==> src/rtl/arb_starve_ctr.sv <==
// arb_starve_ctr: counts consecutive data grants taken while a fetch is
// waiting and raises force_inst once STARVE_MAX of them have happened.
// Only instantiated when ARB_STARVE_GUARD_EN is defined.
module arb_starve_ctr #(
    parameter int unsigned STARVE_MAX = 4
) (
    input  logic clk,
    input  logic resetn,
    input  logic inst_req,
    input  logic inst_gnt,
    input  logic data_gnt,
    output logic force_inst
);
    localparam int CNT_W = $clog2(STARVE_MAX + 1);
    localparam logic [CNT_W-1:0] CNT_MAX = CNT_W'(STARVE_MAX);

    logic [CNT_W-1:0] cnt_p1;

    // Saturating count of data wins over a waiting fetch; any fetch grant or
    // a withdrawn fetch request restarts the count
    always_ff @(posedge clk or negedge resetn) begin
        if (!resetn) begin
            cnt_p1 <= '0;
        end else if (!inst_req || inst_gnt) begin
            cnt_p1 <= '0;
        end else if (data_gnt && (cnt_p1 != CNT_MAX)) begin
            cnt_p1 <= cnt_p1 + 1'b1;
        end
    end

    assign force_inst = (cnt_p1 == CNT_MAX);

endmodule

==> config.mk <==
export PLATFORM = sky130hd
export DESIGN_NAME = arb_starve_ctr
export DESIGN_NICKNAME = d
export VERILOG_FILES = /design/src/rtl/arb_starve_ctr.sv
export SDC_FILE = /design/constraint.sdc
export NUM_CORES = 1
export LEC_CHECK = 0
export ABC_AREA = 1
export CAP_MARGIN = 30
export CORE_AREA = 2 2 39 41
export CTS_BUF_LIST = sky130_fd_sc_hd__clkbuf_4
export DETAILED_ROUTE_END_ITERATION = 6
export DIE_AREA = 0 0 41 43
export HOLD_SLACK_MARGIN = 0.06
export SETUP_SLACK_MARGIN = 0.05
export SKIP_LAST_GASP = 1
export SLEW_MARGIN = 25
export SYNTH_ARGS = -nofsm -noshare
export SYNTH_HDL_FRONTEND = slang
export SYNTH_SLANG_ARGS = --single-unit
==> constraint.sdc <==
create_clock -name clk -period 1.3 [get_ports clk]
set_input_delay 0.26 -clock clk [delete_from_list [all_inputs] [get_ports clk]]
set_output_delay 0.26 -clock clk [all_outputs]
set_load 0.01 [all_outputs]
run_1/layer_met2.png
Scale: 8 px per µm.
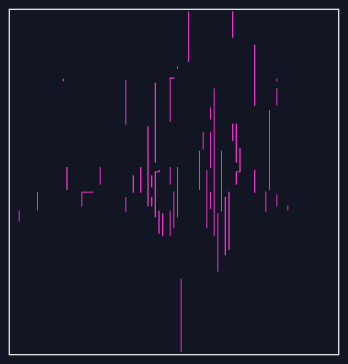
wire length on this layer = 205 µm
longest straight run = 18.4 µm

run_1/clocks.png
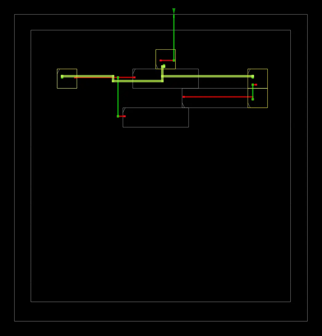
Final Skew: 0.657 ps
sequential cells: 3
Sink Count: 3
clock buffer count: 4

==> flow_metrics.tcl, run 1 <==
# yosys + openroad results
set metrics [dict create \
    synthTopCellsByCount "nand2_1, inv_1, nor2_1" \
    final_util_pct 25.1 \
    slew_violations 0 \
    first_pass_iters 4 \
    grt_overflow 0 \
    postLayoutCellArea_um2 348 \
    outcome "finished with violations" \
    avgSynthCellArea_um2 6.73 \
    path_common_cell "inv_1" \
    via_count 221 \
    grtUsageTotal_pct 6.74 \
    max-vdd-ir-drop_v 0.000423 \
    critPathKind "reg -> out" \
    r2r-start "cnt_p1[0]" \
    violations "setup timing" \
    syn-num-nets 39 \
    cp_max_fo 2 \
    endpoint "force_inst" \
    regToRegEndpoint "cnt_p1[2]" \
    largest_reg_flops 3 \
    p_seq_share_pct 30.2 \
    pwr-share-clk_pct 56.5 \
    hold_viol_final 0 \
    antenna_found_initial 0 \
    tool_warnings 29 \
    yosys.area_share.aoi_pct 2.33 \
    rrSetupSlack_ps 130 \
    rows 14 \
    cts_buffer_depth 2 \
    die_x_um 41 \
    area_leaders "dfrtp_1, nand2_1, inv_1, ha_1, nor2_1" \
    numPlacedInstances 56 \
    final-setup-viol-count 1 \
    critPathLaunchType "register" \
    fp_util_pct 15.6 \
    top_regs "cnt_p1 x3" \
    io_buffers 5 \
    seq_area_frac_synth_pct 34.9 \
    wl_met1_um 163 \
    slew_headroom_pct 89.5 \
    switchingPower_uw 67.8 \
    cp_cell_sequence "inv_1, ha_2, nand2_2, inv_1, buf_2" \
    top_logic_kind "simple AND/OR/NAND/NOR gates" \
    io_pins 6 \
    placed_area_um2 308 \
    reg2reg_depth 8 \
    worst_slack_ps -6.99 \
    drc 0 \
    grt_max_degree 5 \
]
run_1/clk_routes.png
Scale: 6 px per µm.
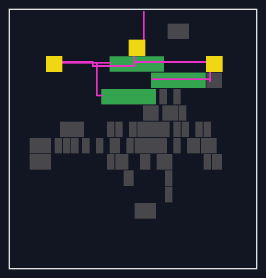
clock drivers -> yellow  # count 3
flip-flops -> green  # count 3
clock wires -> magenta  # length 65.3 µm
routed clock nets = 4

-- run 1: layout by cell type, fill, tap and decap left out, drive strengths merged --
cell type and n:
clkdlybuf4s50 4, buf 5, nand2 10, inv 8, clkbuf 4, nand3 2
dfrtp 3, nor2 6, a21oi 1, ha 2
-- run 1: layout make-up --
type | count | area, µm² | share of cell area, %
sequential | 3 | 75.1 | 21.6
clock buffer | 4 | 30.0 | 8.63
multi-input combinational | 21 | 118 | 33.8
tap | 16 | 20.0 | 5.76
inverter | 8 | 30.0 | 8.63
timing repair buffer | 9 | 75.1 | 21.6
-- run 1: worst register-to-register path, delay by kind of cell (launching register included) --
| kind | cells | cell delay [ps] |
|---|---|---|
| flip-flops | 1 | 370 |
| AND/OR/NAND/NOR | 4 | 250 |
| buffers and inverters | 3 | 300 |
| adder cells (fa/ha/maj) | 1 | 170 |
==> inputs of run 2 (changes only) <==
Settings changed: PLACE_DENSITY set to 0.38.
==> flow_metrics.tcl, run 2 <==
# yosys + openroad results
set metrics [dict create \
    num-nonclk-inverters 8 \
    grt_max_degree 5 \
    p_seq_share_pct 30.6 \
    combGateArea_um2 113 \
    slew_headroom_pct 90.4 \
    avgSynthCellArea_um2 6.73 \
    switchingPower_uw 64.4 \
    die_x_um 41 \
    wl_met1_um 184 \
    critPathKind "reg -> out" \
    taps 16 \
    via_count 215 \
    area_leaders "dfrtp_1, nand2_1, inv_1, ha_1, nor2_1" \
    max-vdd-ir-drop_v 0.000352 \
    yosys.area_share.aoi_pct 2.33 \
    slew_violations 0 \
    lay_top_count "nand2_1" \
    outcome "completed" \
    synthTopCellsByCount "nand2_1, inv_1, nor2_1" \
    cp_max_fo 2 \
    clkbuf_count 4 \
    buf_share_pct 23.3 \
    final_util_pct 25.2 \
    first_pass_iters 2 \
    tool_warnings 29 \
    area_dominant_class "multi-input combinational cells" \
    fp_util_pct 15.6 \
    io_buffers 5 \
    worst_slack_ps 9.75 \
    clkCellAreaFrac_pct 8.60 \
    rows 14 \
    numPlacedInstances 56 \
    syn-num-nets 39 \
    r2r-start "cnt_p1[0]" \
    reg2reg_depth 8 \
    register_area_um2 75.1 \
    seq_area_frac_synth_pct 34.9 \
    seq_share_pct 21.5 \
    comb.multi_input.count 21 \
    top_regs "cnt_p1 x3" \
    cts.sinks 3 \
    grt_overflow 0 \
    io_pins 6 \
]
## run 2: cell count changes in the layout (fill, tap and decap cells not counted)
cell     change
buf_6        +1
ha_2         -1
inv_2        +1
inv_1        -1
nand2_2      -1
nand2_1      +1
buf_2        -1
ha_1         +1
## run 2: how the worst max path moves through the flow
stage | from | endpoint | slack (ps)
floorplan | cnt_p1[0] | force_inst | 270
global placement | cnt_p1[0] | force_inst | -200
detailed placement | cnt_p1[0] | force_inst | -200
CTS | cnt_p1[0] | force_inst | -30
global route | cnt_p1[1] | force_inst | -60
finish | cnt_p1[0] | force_inst | 10
## run 2: metrics by stage
stage	setup TNS, ps	area, µm²
2_1_floorplan	0	215
3_3_place_gp	-200	308
3_5_place_dp	-198	308
4_1_cts	-29.1	335
5_1_grt	-60.0	349
6_report	0	349
run_2/layer_met2.png
Scale: 8 px per µm.
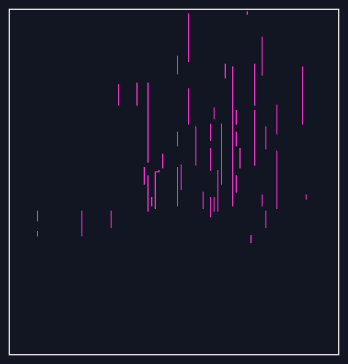
M2 GR Usage: 7.19%
WL final: 385 µm

run_2/clk_routes.png
Scale: 6 px per µm.
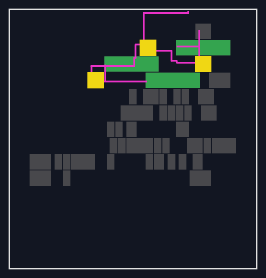
clock network fraction of total power: 56.1%
Final Skew: 0.867 ps
Clock Latency Late Sink: 230 ps
clk pwr: 180 µW

run_2/power_grid.png
Scale: 8 px per µm. Pins as bars on the die edge.
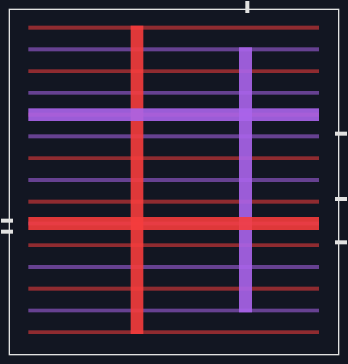
VSS -> red
VDD -> purple
met1 rails = 15
rows = 14
met4 straps = 2
met5 straps = 2
signal pins = 6

Power is estimated from default activity; no workload was simulated.
